[config.mk]
export PLATFORM = sky130hd
export DESIGN_NAME = regfile_mp
export DESIGN_NICKNAME = d
export VERILOG_FILES = /design/src/rtl/regfile_pkg.sv /design/src/rtl/regfile_scoreboard.sv /design/src/rtl/regfile_mp.sv
export SDC_FILE = /design/constraint.sdc
export NUM_CORES = 2
export LEC_CHECK = 0
export ABC_AREA = 0
export CAP_MARGIN = 20
export CORE_UTILIZATION = 55
export DETAILED_ROUTE_END_ITERATION = 7
export GPL_ROUTABILITY_DRIVEN = 0
export PLACE_DENSITY = 0.8
export SLEW_MARGIN = 20
export SYNTH_ARGS = -nofsm -noshare
export SYNTH_HDL_FRONTEND = slang
export SYNTH_SLANG_ARGS = --single-unit
[constraint.sdc]
create_clock -name clk -period 9.95 [get_ports clk]
set_input_delay 1.4925 -clock clk [delete_from_list [all_inputs] [get_ports clk]]
set_output_delay 1.4925 -clock clk [all_outputs]
set_load 0.02 [all_outputs]
[src/rtl/regfile_pkg.sv]
// Shared defaults and address type for the multi-port register file and its busy scoreboard.
package regfile_pkg;

  localparam int DEF_DATA_W = 32;
  localparam int DEF_ADDR_W = 5;
  localparam int DEF_N_RD   = 2;
  localparam int DEF_DEPTH  = 2 ** DEF_ADDR_W;

  typedef logic [DEF_ADDR_W-1:0] reg_addr_t;

endpackage

[src/rtl/regfile_scoreboard.sv]
// Busy-bit scoreboard: one pending-producer flag per register plus a registered count of set flags.
module regfile_scoreboard
  import regfile_pkg::*;
#(
  parameter int ADDR_W = DEF_ADDR_W
) (
  input  logic                 clk,
  input  logic                 rst,
  input  logic                 i_wr_en,
  input  logic [ADDR_W-1:0]    i_wr_addr,
  input  logic                 i_claim_en,
  input  logic [ADDR_W-1:0]    i_claim_addr,
  output logic [2**ADDR_W-1:0] o_busy,
  output logic [ADDR_W:0]      o_busy_cnt
);

  localparam int DEPTH = 2 ** ADDR_W;
  localparam logic [ADDR_W:0] CNT_ONE = (ADDR_W + 1)'(1);

  logic [DEPTH-1:0] r_busy;
  logic [ADDR_W:0]  r_busy_cnt;
  logic [DEPTH-1:0] w_busy_next;
  logic             w_wr_valid;
  logic             w_claim_valid;
  logic             w_set_new;
  logic             w_clear_busy;

  assign w_wr_valid    = i_wr_en && (i_wr_addr != '0);
  assign w_claim_valid = i_claim_en && (i_claim_addr != '0);

  // Count moves only on real transitions; a claim colliding with a write to the same register keeps it busy.
  assign w_set_new    = w_claim_valid && !r_busy[i_claim_addr];
  assign w_clear_busy = w_wr_valid && r_busy[i_wr_addr] &&
                        !(w_claim_valid && (i_claim_addr == i_wr_addr));

  always_comb begin
    w_busy_next = r_busy;
    if (w_wr_valid) begin
      w_busy_next[i_wr_addr] = 1'b0;
    end
    if (w_claim_valid) begin
      w_busy_next[i_claim_addr] = 1'b1;
    end
    w_busy_next[0] = 1'b0;
  end

  always_ff @(posedge clk) begin
    if (rst) begin
      r_busy     <= '0;
      r_busy_cnt <= '0;
    end else begin
      r_busy <= w_busy_next;
      case ({w_set_new, w_clear_busy})
        2'b10:   r_busy_cnt <= r_busy_cnt + CNT_ONE;
        2'b01:   r_busy_cnt <= r_busy_cnt - CNT_ONE;
        default: r_busy_cnt <= r_busy_cnt;
      endcase
    end
  end

  assign o_busy     = r_busy;
  assign o_busy_cnt = r_busy_cnt;

endmodule

[src/rtl/regfile_mp.sv]
// Multi-read-port register file with zero register, combinational reads and a busy scoreboard.
// Define REGFILE_BYPASS_EN to forward same-cycle write data (and busy state) to matching read ports.
module regfile_mp
  import regfile_pkg::*;
#(
  parameter int DATA_W = DEF_DATA_W,
  parameter int ADDR_W = DEF_ADDR_W,
  parameter int N_RD   = DEF_N_RD
) (
  input  logic                   clk,
  input  logic                   rst,
  input  logic [N_RD*ADDR_W-1:0] rd_addr,
  output logic [N_RD*DATA_W-1:0] rd_data,
  output logic [N_RD-1:0]        rd_busy,
  input  logic                   wr_en,
  input  logic [ADDR_W-1:0]      wr_addr,
  input  logic [DATA_W-1:0]      wr_data,
  input  logic                   claim_en,
  input  logic [ADDR_W-1:0]      claim_addr,
  output logic [ADDR_W:0]        busy_cnt
);

  localparam int DEPTH = 2 ** ADDR_W;

  logic [DATA_W-1:0] r_regs [DEPTH];
  logic [DEPTH-1:0]  w_busy;
  logic              w_wr_valid;

  assign w_wr_valid = wr_en && (wr_addr != '0);

`ifdef REGFILE_BYPASS_EN
  logic w_claim_valid;
  assign w_claim_valid = claim_en && (claim_addr != '0);
`endif

  always_ff @(posedge clk) begin
    if (rst) begin
      for (int i = 0; i < DEPTH; i++) begin
        r_regs[i] <= '0;
      end
    end else if (w_wr_valid) begin
      r_regs[wr_addr] <= wr_data;
    end
  end

  regfile_scoreboard #(
    .ADDR_W(ADDR_W)
  ) u_scoreboard (
    .clk         (clk),
    .rst         (rst),
    .i_wr_en     (wr_en),
    .i_wr_addr   (wr_addr),
    .i_claim_en  (claim_en),
    .i_claim_addr(claim_addr),
    .o_busy      (w_busy),
    .o_busy_cnt  (busy_cnt)
  );

  for (genvar g = 0; g < N_RD; g++) begin : g_rd
    logic [ADDR_W-1:0] w_addr;
    logic [DATA_W-1:0] w_data;
    logic              w_busy_bit;

    assign w_addr = rd_addr[g*ADDR_W +: ADDR_W];

    // Address 0 is forced to zero so it is clean even before the first reset.
    always_comb begin
      w_data     = (w_addr == '0) ? '0 : r_regs[w_addr];
      w_busy_bit = w_busy[w_addr];
`ifdef REGFILE_BYPASS_EN
      if (w_wr_valid && (w_addr == wr_addr)) begin
        w_data     = wr_data;
        w_busy_bit = w_claim_valid && (claim_addr == w_addr);
      end
`endif
    end

    assign rd_data[g*DATA_W +: DATA_W] = w_data;
    assign rd_busy[g]                  = w_busy_bit;
  end

endmodule

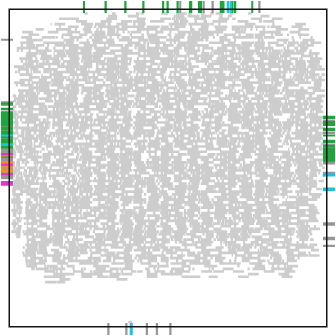
(pin map)
Pins as bars across the die edge, other pins in gray.
- magenta: `busy_cnt` (pins 6; direction output; edge left)
- green: `rd_data` (pins 64; direction output; edge 24 left, 21 right, 19 top)
- cyan: `rd_addr` (pins 10; direction input; edge 4 right, 2 bottom, 2 top, 2 left)
- orange: `claim_addr` (pins 5; direction input; edge left)
Die Wd: 323 um
Die Ht: 323 um
Port Buffers: 127

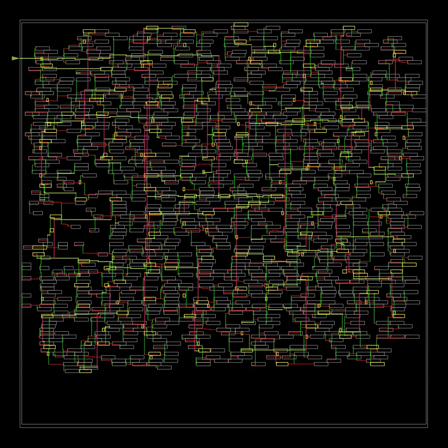
(clock wiring as the flow saved it)
worst-skew pair later-pin latency: 0.69 ns
tally of clock buffers in the finished layout: 135

==> reports/qor.yml <==
dominant_cells: "registers"
grt.overflow.total: 0
whs_path_depth: 2
reg2reg_slack_ns: 6.38
critPathSlowestCell: "a221oi_1"
drive_above_1_share_pct: 26.0
grt_use_total_pct: 34.0
syn_inst: 3616
use_met2_pct: 51.3
nets: 3646
pwr-share-seq_pct: 49.4
maxCapViolations: 0
io_pins: 128
dr.first_iter.drc_count: 6105
antenna_cells: 7
drv_slew: 0
use_met1_pct: 43.7
regMostFlops: "r_regs"
fp_util_pct: 55.6
grt_pass1_wl_mm: 251
ys_ff: 1061
bufAreaShareNonClock_pct: 3.42
topCombFamilyByArea: "multiplexers"
warnings: 29
seq_area_share_pct: 50.2
comb_area_share_pct: 37.8
synthTopCellsByCount: "1024 x edfxtp_1, 997 x and2_1, 608 x mux4_2"
wl_met3_mm: 25.1
hold_path_startpoint: "u_scoreboard.o_busy_cnt[4]$_SDFFE_PP0P_"
critical_path.top_delay_family: "buffers and inverters"
n_fill_cell: 7182
syn_area_per_cell_um2: 15.7
p_clk_uw: 3990
netSwitchingFraction_pct: 25.0
cts_tree: "built"
simple_gate_share_pct: 12.4
yosys.area.top_type: "edfxtp_1"
synth-xor-area-share_pct: 0.108
finalCriticalPeriod_ns: 6.84
totalWireLength_mm: 176
design_area_mm2: 0.0628
cp_num_cells: 6
dp_slack_ns: 3.22
power_leader: "registers"
clock_power_share_pct: 37.3
flop_area_mm2: 0.0315
min_to: "u_scoreboard.o_busy_cnt[4]$_SDFFE_PP0P_"
max_slew.worst_pin.slew_ns: 1.23
finalCritPeriodShare_pct: 68.8
die_area_mm2: 0.104
busiest_layer: "met2"
ir_drop_v: 0.000131
placed_area_mm2: 0.0593
status: "finished clean"
grt_setup_unrepaired: "no"
comb_cells: 2108
relSlewSlack_pct: 18.2
cp.arrival_ns: 5.35
No activity file was given, so power comes from the tool's default toggle rates.
